===== config.mk =====
export PLATFORM = sky130hd
export DESIGN_NAME = mem_arbiter_flat
export DESIGN_NICKNAME = d
export VERILOG_FILES = /design/src/rtl/arm_pkg.sv /design/src/rtl/mem_arbiter_if.sv /design/src/rtl/mem_timeout_ctr.sv /design/src/rtl/mem_arbiter.sv /design/src/flat_wrapper.sv
export SDC_FILE = /design/constraint.sdc
export NUM_CORES = 1
export LEC_CHECK = 0
export CAP_MARGIN = 20
export CELL_PAD_IN_SITES_DETAIL_PLACEMENT = 0
export CELL_PAD_IN_SITES_GLOBAL_PLACEMENT = 1
export CORE_UTILIZATION = 25
export CTS_BUF_LIST = sky130_fd_sc_hd__clkbuf_8
export CTS_CLUSTER_SIZE = 20
export DETAILED_ROUTE_END_ITERATION = 8
export HOLD_SLACK_MARGIN = 0.1
export PLACE_DENSITY_LB_ADDON = 0.1
export SYNTH_ARGS = -nofsm -noshare
export SYNTH_HDL_FRONTEND = slang
export SYNTH_SLANG_ARGS = --single-unit

===== constraint.sdc =====
create_clock -name clk -period 2.9 [get_ports clk]
set_clock_uncertainty 0.15 [all_clocks]
set_input_delay 0.435 -clock clk [delete_from_list [all_inputs] [get_ports clk]]
set_output_delay 0.435 -clock clk [all_outputs]
set_load 0.01 [all_outputs]

===== src/rtl/arm_pkg.sv =====
`default_nettype none
// ============================================================================
//  Module   : arm_pkg
//  Purpose  : Shared constants and types for the unified memory arbiter.
//             Holds the FSM state encoding, the default timeout and
//             data-burst limits, and the grant-decision type.
//  Ports    : none (package)
//  Revision : 1.0  initial release
// ============================================================================
package arm_pkg;

  // Arbiter FSM state encoding
  localparam logic [1:0] c_IDLE  = 2'd0;
  localparam logic [1:0] c_IBUSY = 2'd1;
  localparam logic [1:0] c_DBUSY = 2'd2;

  // Default limits
  localparam int c_TIMEOUT_DEF = 15;
  localparam int c_MAXDATA_DEF = 2;

  // Outcome of the grant decision taken in IDLE or in a completion cycle
  typedef enum logic [1:0] {
    GNT_NONE  = 2'd0,
    GNT_FETCH = 2'd1,
    GNT_DATA  = 2'd2
  } grant_e;

endpackage
`default_nettype wire


===== src/rtl/mem_arbiter_if.sv =====
`default_nettype none
// ============================================================================
//  Module   : mem_arbiter_if
//  Purpose  : Bundles the fetch port, data port and unified memory port of
//             the arbiter.
//  Ports    : master - arbiter side (takes requests, drives the memory port)
//             slave  - environment side (requesters plus memory)
//  Revision : 1.0  initial release
// ============================================================================
interface mem_arbiter_if #(
  parameter int DATA_W = 32
);
  // Fetch port
  logic              IReq;
  logic [DATA_W-1:0] IAddr;
  logic              FlushF;
  logic [DATA_W-1:0] IRdata;
  logic              IValid;
  // Data port
  logic              DReq;
  logic              DWe;
  logic [DATA_W-1:0] DAddr;
  logic [DATA_W-1:0] DWdata;
  logic [DATA_W-1:0] DRdata;
  logic              DValid;
  // Pipeline stalls
  logic              StallF;
  logic              StallM;
  // Unified memory port
  logic              MemReq;
  logic              MemWe;
  logic [DATA_W-1:0] MemAddr;
  logic [DATA_W-1:0] MemWdata;
  logic [DATA_W-1:0] MemRdata;
  logic              MemReady;
  // Status
  logic              BusErr;

  modport master (
    input  IReq, IAddr, FlushF, DReq, DWe, DAddr, DWdata, MemRdata, MemReady,
    output IRdata, IValid, DRdata, DValid, StallF, StallM,
           MemReq, MemWe, MemAddr, MemWdata, BusErr
  );

  modport slave (
    output IReq, IAddr, FlushF, DReq, DWe, DAddr, DWdata, MemRdata, MemReady,
    input  IRdata, IValid, DRdata, DValid, StallF, StallM,
           MemReq, MemWe, MemAddr, MemWdata, BusErr
  );

endinterface
`default_nettype wire


===== src/rtl/mem_timeout_ctr.sv =====
`default_nettype none
// ============================================================================
//  Module   : mem_timeout_ctr
//  Purpose  : Counts memory wait cycles of the current transaction and flags
//             the cycle in which the wait budget is used up.
//  Ports    : clk, reset  - clock, asynchronous active-high reset
//             clear       - restart the count (no transaction / completed)
//             enable      - a busy cycle without MemReady
//             expired     - this enabled cycle is the TIMEOUT-th wait cycle
//  Revision : 1.0  initial release
// ============================================================================
module mem_timeout_ctr #(
  parameter int TIMEOUT = 15
) (
  input  logic clk,
  input  logic reset,
  input  logic clear,
  input  logic enable,
  output logic expired
);

  // Count only needs to reach TIMEOUT-1; the TIMEOUT-th cycle is flagged
  // combinationally so the requester sees its Valid in that same cycle.
  localparam int              c_CW   = (TIMEOUT > 1) ? $clog2(TIMEOUT) : 1;
  localparam logic [c_CW-1:0] c_LAST = c_CW'(TIMEOUT - 1);

  logic [c_CW-1:0] r_count;

  always_ff @(posedge clk or posedge reset) begin
    if (reset) begin
      r_count <= '0;
    end else if (clear) begin
      r_count <= '0;
    end else if (enable) begin
      r_count <= r_count + 1'b1;
    end
  end

  assign expired = enable && (r_count == c_LAST);

endmodule
`default_nettype wire


===== src/rtl/mem_arbiter.sv =====
`default_nettype none
// ============================================================================
//  Module   : mem_arbiter
//  Purpose  : Arbitrates a fetch port and a data port onto one memory port.
//             Data has priority, except that after MAXDATA back-to-back data
//             grants with a fetch waiting, the fetch is served. A transaction
//             that waits TIMEOUT cycles is abandoned with a zero response and
//             a sticky BusErr.
//  Ports    : clk    - clock, rising edge
//             reset  - asynchronous active-high reset
//             bus    - mem_arbiter_if.master (fetch, data and memory ports)
//  Revision : 1.0  initial release
// ============================================================================
module mem_arbiter
  import arm_pkg::*;
#(
  parameter int DATA_W  = 32,
  parameter int TIMEOUT = c_TIMEOUT_DEF,
  parameter int MAXDATA = c_MAXDATA_DEF
) (
  input  logic          clk,
  input  logic          reset,
  mem_arbiter_if.master bus
);

  localparam int               c_DCW  = (MAXDATA > 0) ? $clog2(MAXDATA + 1) : 1;
  localparam logic [c_DCW-1:0] c_DMAX = c_DCW'(MAXDATA);

  logic [1:0]        r_state;
  logic [1:0]        w_state_nxt;
  logic [DATA_W-1:0] r_addr;
  logic [DATA_W-1:0] r_wdata;
  logic              r_we;
  logic              r_kill;
  logic              r_buserr;
  logic [c_DCW-1:0]  r_dcount;

  logic   w_in_ibusy;
  logic   w_in_dbusy;
  logic   w_busy;
  logic   w_done;
  logic   w_expired;
  logic   w_finish;
  logic   w_window;
  logic   w_tmo_clear;
  logic   w_tmo_en;
  grant_e w_grant;

  assign w_in_ibusy = (r_state == c_IBUSY);
  assign w_in_dbusy = (r_state == c_DBUSY);
  assign w_busy     = w_in_ibusy || w_in_dbusy;
  assign w_done     = w_busy && bus.MemReady;     // MemReady in IDLE is ignored
  assign w_finish   = w_done || w_expired;
  // Grants are only decided when the port is free now or frees at this edge;
  // a timeout always returns to IDLE first.
  assign w_window   = (r_state == c_IDLE) || w_done;

  // --------------------------------------------------------------------------
  // Wait-cycle watchdog
  // --------------------------------------------------------------------------
  assign w_tmo_en    = w_busy && !bus.MemReady;
  assign w_tmo_clear = !w_busy || bus.MemReady || w_expired;

  mem_timeout_ctr #(
    .TIMEOUT (TIMEOUT)
  ) u_timeout (
    .clk     (clk),
    .reset   (reset),
    .clear   (w_tmo_clear),
    .enable  (w_tmo_en),
    .expired (w_expired)
  );

  // --------------------------------------------------------------------------
  // Grant decision. A request level seen in a completion cycle is treated as
  // the requester's next request, giving back-to-back transactions.
  // --------------------------------------------------------------------------
  always_comb begin
    w_grant = GNT_NONE;
    if (w_window) begin
      if (bus.DReq && !(bus.IReq && (r_dcount >= c_DMAX))) begin
        w_grant = GNT_DATA;
      end else if (bus.IReq) begin
        w_grant = GNT_FETCH;
      end
    end
  end

  always_comb begin
    w_state_nxt = r_state;
    if (w_expired) begin
      w_state_nxt = c_IDLE;
    end else if (w_window) begin
      case (w_grant)
        GNT_DATA:  w_state_nxt = c_DBUSY;
        GNT_FETCH: w_state_nxt = c_IBUSY;
        default:   w_state_nxt = c_IDLE;
      endcase
    end
  end

  // --------------------------------------------------------------------------
  // State, latched request and data-burst counter
  // --------------------------------------------------------------------------
  always_ff @(posedge clk or posedge reset) begin
    if (reset) begin
      r_state  <= c_IDLE;
      r_addr   <= '0;
      r_wdata  <= '0;
      r_we     <= 1'b0;
      r_dcount <= '0;
    end else begin
      r_state <= w_state_nxt;
      case (w_grant)
        GNT_DATA: begin
          r_addr  <= bus.DAddr;
          r_we    <= bus.DWe;
          r_wdata <= bus.DWdata;
          // Only grants that overtake a waiting fetch count towards the limit
          if (bus.IReq) begin
            if (r_dcount != c_DMAX) begin
              r_dcount <= r_dcount + 1'b1;
            end
          end else begin
            r_dcount <= '0;
          end
        end
        GNT_FETCH: begin
          r_addr   <= bus.IAddr;
          r_we     <= 1'b0;
          r_wdata  <= '0;
          r_dcount <= '0;
        end
        default: begin
        end
      endcase
    end
  end

  // Kill mark: a flush during a fetch (even in its completion cycle) drops
  // that fetch's IValid; the memory access itself still runs to the end.
  always_ff @(posedge clk or posedge reset) begin
    if (reset) begin
      r_kill <= 1'b0;
    end else if (w_in_ibusy) begin
      if (w_finish) begin
        r_kill <= 1'b0;
      end else if (bus.FlushF) begin
        r_kill <= 1'b1;
      end
    end else begin
      r_kill <= 1'b0;
    end
  end

  always_ff @(posedge clk or posedge reset) begin
    if (reset) begin
      r_buserr <= 1'b0;
    end else if (w_expired) begin
      r_buserr <= 1'b1;
    end
  end

  // --------------------------------------------------------------------------
  // Outputs
  // --------------------------------------------------------------------------
  assign bus.MemReq   = w_busy;
  assign bus.MemWe    = r_we;
  assign bus.MemAddr  = r_addr;
  assign bus.MemWdata = r_wdata;
  assign bus.BusErr   = r_buserr;

  assign bus.IValid = w_in_ibusy && w_finish && !(r_kill || bus.FlushF);
  assign bus.DValid = w_in_dbusy && w_finish;
  // Timed-out transactions return zero
  assign bus.IRdata = (w_in_ibusy && bus.MemReady) ? bus.MemRdata : '0;
  assign bus.DRdata = (w_in_dbusy && bus.MemReady) ? bus.MemRdata : '0;

  assign bus.StallF = bus.IReq && !bus.IValid;
  assign bus.StallM = bus.DReq && !bus.DValid;

endmodule
`default_nettype wire


===== src/flat_wrapper.sv =====
// flat-port wrapper written by rule: the top's interface ports become plain ports
module mem_arbiter_flat import arm_pkg::*;
#(
  parameter int DATA_W  = 32,
  parameter int TIMEOUT = c_TIMEOUT_DEF,
  parameter int MAXDATA = c_MAXDATA_DEF
)
  (clk, reset, bus_IReq, bus_IAddr, bus_FlushF, bus_DReq, bus_DWe, bus_DAddr, bus_DWdata, bus_MemRdata, bus_MemReady, bus_IRdata, bus_IValid, bus_DRdata, bus_DValid, bus_StallF, bus_StallM, bus_MemReq, bus_MemWe, bus_MemAddr, bus_MemWdata, bus_BusErr);
  mem_arbiter_if #(.DATA_W(DATA_W)) bus_i ();
  input  logic clk;
  input  logic reset;
  input wire logic [$bits(bus_i.IReq)-1:0] bus_IReq;
  input wire logic [$bits(bus_i.IAddr)-1:0] bus_IAddr;
  input wire logic [$bits(bus_i.FlushF)-1:0] bus_FlushF;
  input wire logic [$bits(bus_i.DReq)-1:0] bus_DReq;
  input wire logic [$bits(bus_i.DWe)-1:0] bus_DWe;
  input wire logic [$bits(bus_i.DAddr)-1:0] bus_DAddr;
  input wire logic [$bits(bus_i.DWdata)-1:0] bus_DWdata;
  input wire logic [$bits(bus_i.MemRdata)-1:0] bus_MemRdata;
  input wire logic [$bits(bus_i.MemReady)-1:0] bus_MemReady;
  output wire logic [$bits(bus_i.IRdata)-1:0] bus_IRdata;
  output wire logic [$bits(bus_i.IValid)-1:0] bus_IValid;
  output wire logic [$bits(bus_i.DRdata)-1:0] bus_DRdata;
  output wire logic [$bits(bus_i.DValid)-1:0] bus_DValid;
  output wire logic [$bits(bus_i.StallF)-1:0] bus_StallF;
  output wire logic [$bits(bus_i.StallM)-1:0] bus_StallM;
  output wire logic [$bits(bus_i.MemReq)-1:0] bus_MemReq;
  output wire logic [$bits(bus_i.MemWe)-1:0] bus_MemWe;
  output wire logic [$bits(bus_i.MemAddr)-1:0] bus_MemAddr;
  output wire logic [$bits(bus_i.MemWdata)-1:0] bus_MemWdata;
  output wire logic [$bits(bus_i.BusErr)-1:0] bus_BusErr;
  assign bus_i.IReq = bus_IReq;
  assign bus_i.IAddr = bus_IAddr;
  assign bus_i.FlushF = bus_FlushF;
  assign bus_i.DReq = bus_DReq;
  assign bus_i.DWe = bus_DWe;
  assign bus_i.DAddr = bus_DAddr;
  assign bus_i.DWdata = bus_DWdata;
  assign bus_i.MemRdata = bus_MemRdata;
  assign bus_i.MemReady = bus_MemReady;
  assign bus_IRdata = bus_i.IRdata;
  assign bus_IValid = bus_i.IValid;
  assign bus_DRdata = bus_i.DRdata;
  assign bus_DValid = bus_i.DValid;
  assign bus_StallF = bus_i.StallF;
  assign bus_StallM = bus_i.StallM;
  assign bus_MemReq = bus_i.MemReq;
  assign bus_MemWe = bus_i.MemWe;
  assign bus_MemAddr = bus_i.MemAddr;
  assign bus_MemWdata = bus_i.MemWdata;
  assign bus_BusErr = bus_i.BusErr;
  mem_arbiter #(.DATA_W(DATA_W), .TIMEOUT(TIMEOUT), .MAXDATA(MAXDATA)) u_core (.clk(clk), .reset(reset), .bus(bus_i));
endmodule

### Layout detail

Scale bar: 10 um. Window x 42 to 82, y 17 to 57 um. Cells in grey, sequential cells in the stronger grey; small squares are vias.
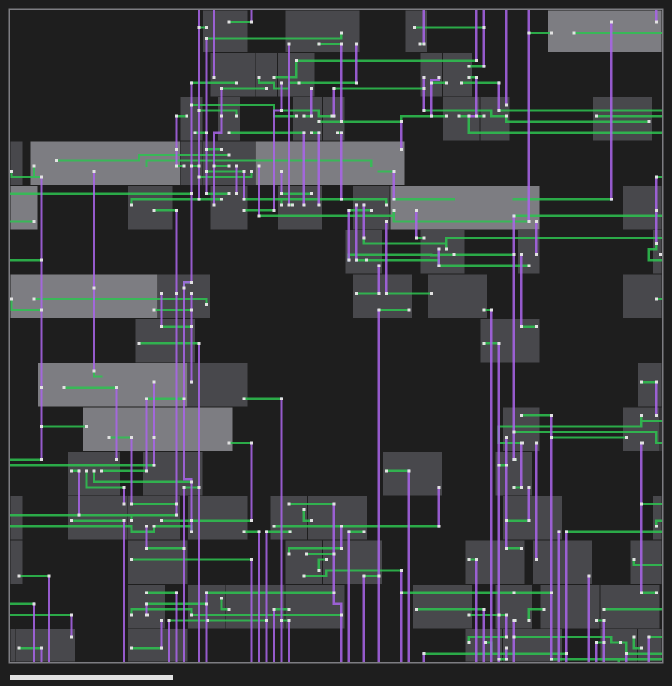
Key: purple = met2; green = met1
Most frequent: clkdlybuf4s50_1 (25), and3_1 (12), dfrtp_1 (7). Sequential cells in the window: 7. 70 logic cells have their middle in the window. Netlist names of flops here include u_core.bus.MemWdata (3), u_core.r_dcount (2).

### Cell sizes after repair

Scale bar: 20 um.
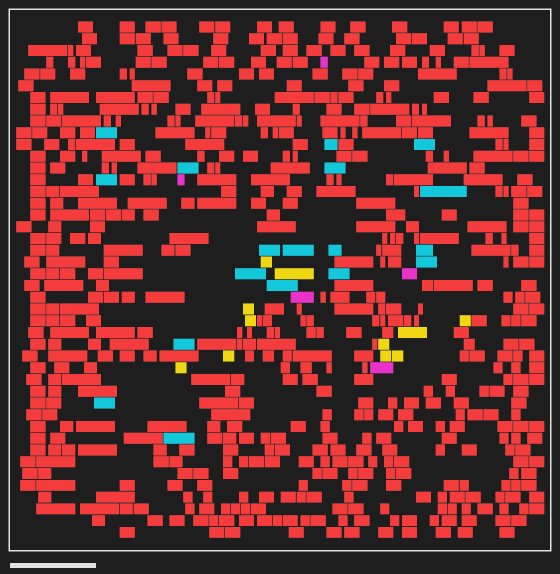
Key: magenta = drive 2 [cells 5, share 0.81%]; cyan = drive 6 and up [cells 18, share 2.9%, most used clkbuf_8]; red = drive 1 or less [cells 587, share 95%, most used clkdlybuf4s50_1]; yellow = drive 3 to 4 [cells 11, share 1.8%, most used buf_4]

### Metal 2

Scale bar: 20 um. Cells faint in the background.
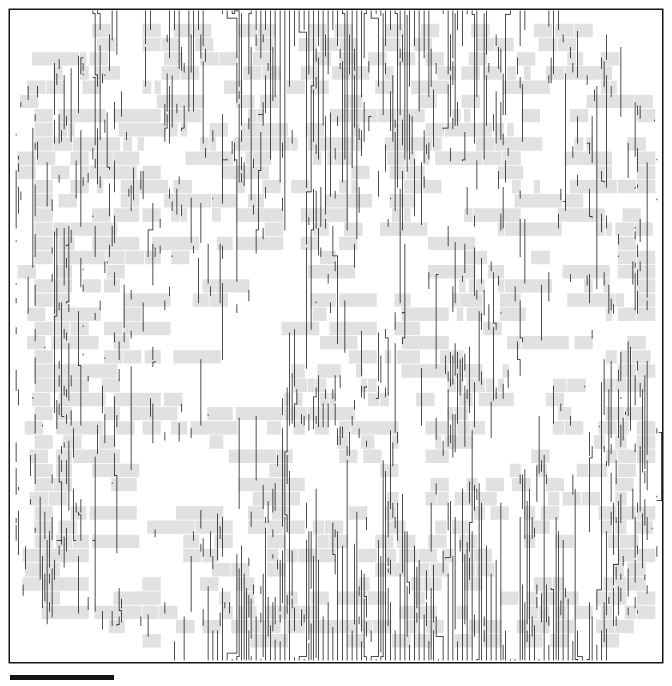
The layer carries 6230 um of wire. The wires run mostly vertical. 633 nets have wire on it. The longest straight run is 43.7 um.

### Signal wires on met1

Scale bar: 20 um. Supply wires on this layer in grey. Cells faint in the background.
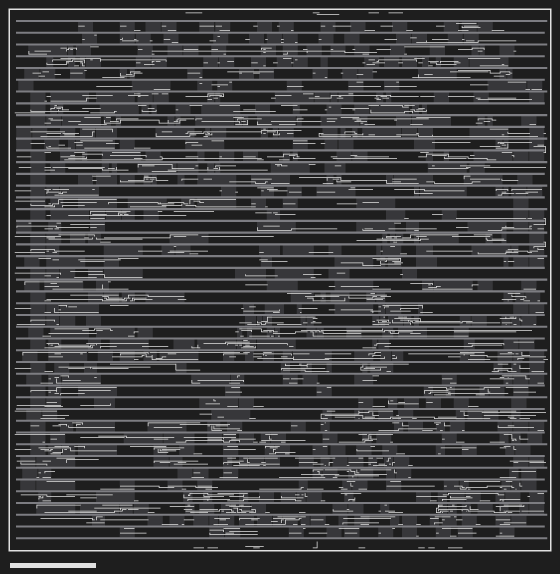
The layer holds 41% of the routed length. The layer carries 5010 um of wire. The wires run mostly horizontal. The longest straight run is 44.6 um. 641 nets have wire on it.

### Track usage over the die

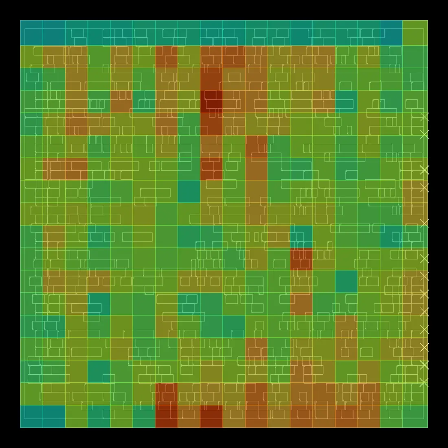
GR Util All Layers: 15.75%
GR Layer Usage met3: 5.948%

==> flow_summary.toml <==
# flow metrics
[status]
violations = "design-rule violations"
status = "finished, violations left"

[logic_synthesis]
synthFlopType = "dfrtp_1"
synthesis.area_mm2 = 0.003780
logic_family = "simple AND/OR/NAND/NOR gates"
syn_inst = 356
yosysWarnings = 0

[global_routing]
grt_pass1_wl_um = 19330

[pwr]
leakagePower_uw = 0.003031

[clocking]
numCtsBuffers = 9
cts_tree = "built"
clockRootBuffer = "clkbuf_8"
insertion_delay_ps = 350

[worst_setup_path]
worstPathArrival_ps = 2210
required_ps = 2320
critPathKind = "reg -> out"

[drt]
drc = 26
drtAntennaViolNets = 0
vias_per_cell = 4.489

[final_timing]
relSlewSlack_pct = 61.84
-- worst max-delay path: stages (launching register included) --
cell and delay [ps]:
dfrtp_1 390, inv_1 80, ha_2 400, a21boi_4 250
and3_1 170, clkdlybuf4s50_1 550
-- power breakdown --
part / switching, uW / leakage [uW] / internal (uW) / total, uW
registers: 261 / 0.000939 / 1550 / 1810
logic: 1670 / 0.00199 / 1940 / 3610
clock network: 421 / 0.000105 / 431 / 852
-- stage by stage --
step                      utilization [%]  instances  cell area [um^2]  hold WS, ps  setup WS (ps)
after floorplan                         -        356              3780        304.3          405.0
after global placement              45.23        789              6624        314.3          200.6
after detailed placement            45.23        789              6624        315.1          148.6
after CTS                           46.71        805              6840        289.9          38.55
after global routing                46.73        805              6843        317.5         0.5191
final                               46.73        805              6843        278.9          109.7
-- cell type report --
cell class                      count  area (um^2)  area share (%)
Sequential cell                    75         1877           27.43
Inverter                           10        38.79          0.5668
Multi-Input combinational cell    240         1675           24.48
Clock inverter                      6        71.32           1.042
Clock buffer                       10        137.6           2.011
Tap cell                          184        230.2           3.364
Timing Repair Buffer              280         2813           41.10
-- cell families (layout without fill, tap and decap cells) --
kind of cell	count (synthesis)	in the layout
muxes	34	34
adders and majority gates	9	9
AOI/OAI and AO/OA	77	77
DFF	75	75
xor gates and xnor gates	2	2
and+or+nand+nor	118	118
buffers and inverters	41	306
-- Yosys cell counts (all sizes together) (2+ instances only) --
cell,count,area [um^2]
clkbuf,14,57.56
o21ai,33,165.1
nand3,5,30.03
nor2,6,38.79
buf,17,157.6
nand2,37,138.9
and3,66,412.9
a21boi,2,18.77
o22ai,2,12.51
ha,9,112.6
dfrtp,75,1877
a21oi,2,10.01
inv,10,37.54
mux2i,34,340.3
a22o,33,289.0
Power figures rest on the tool's default switching activity, not on a simulated workload.
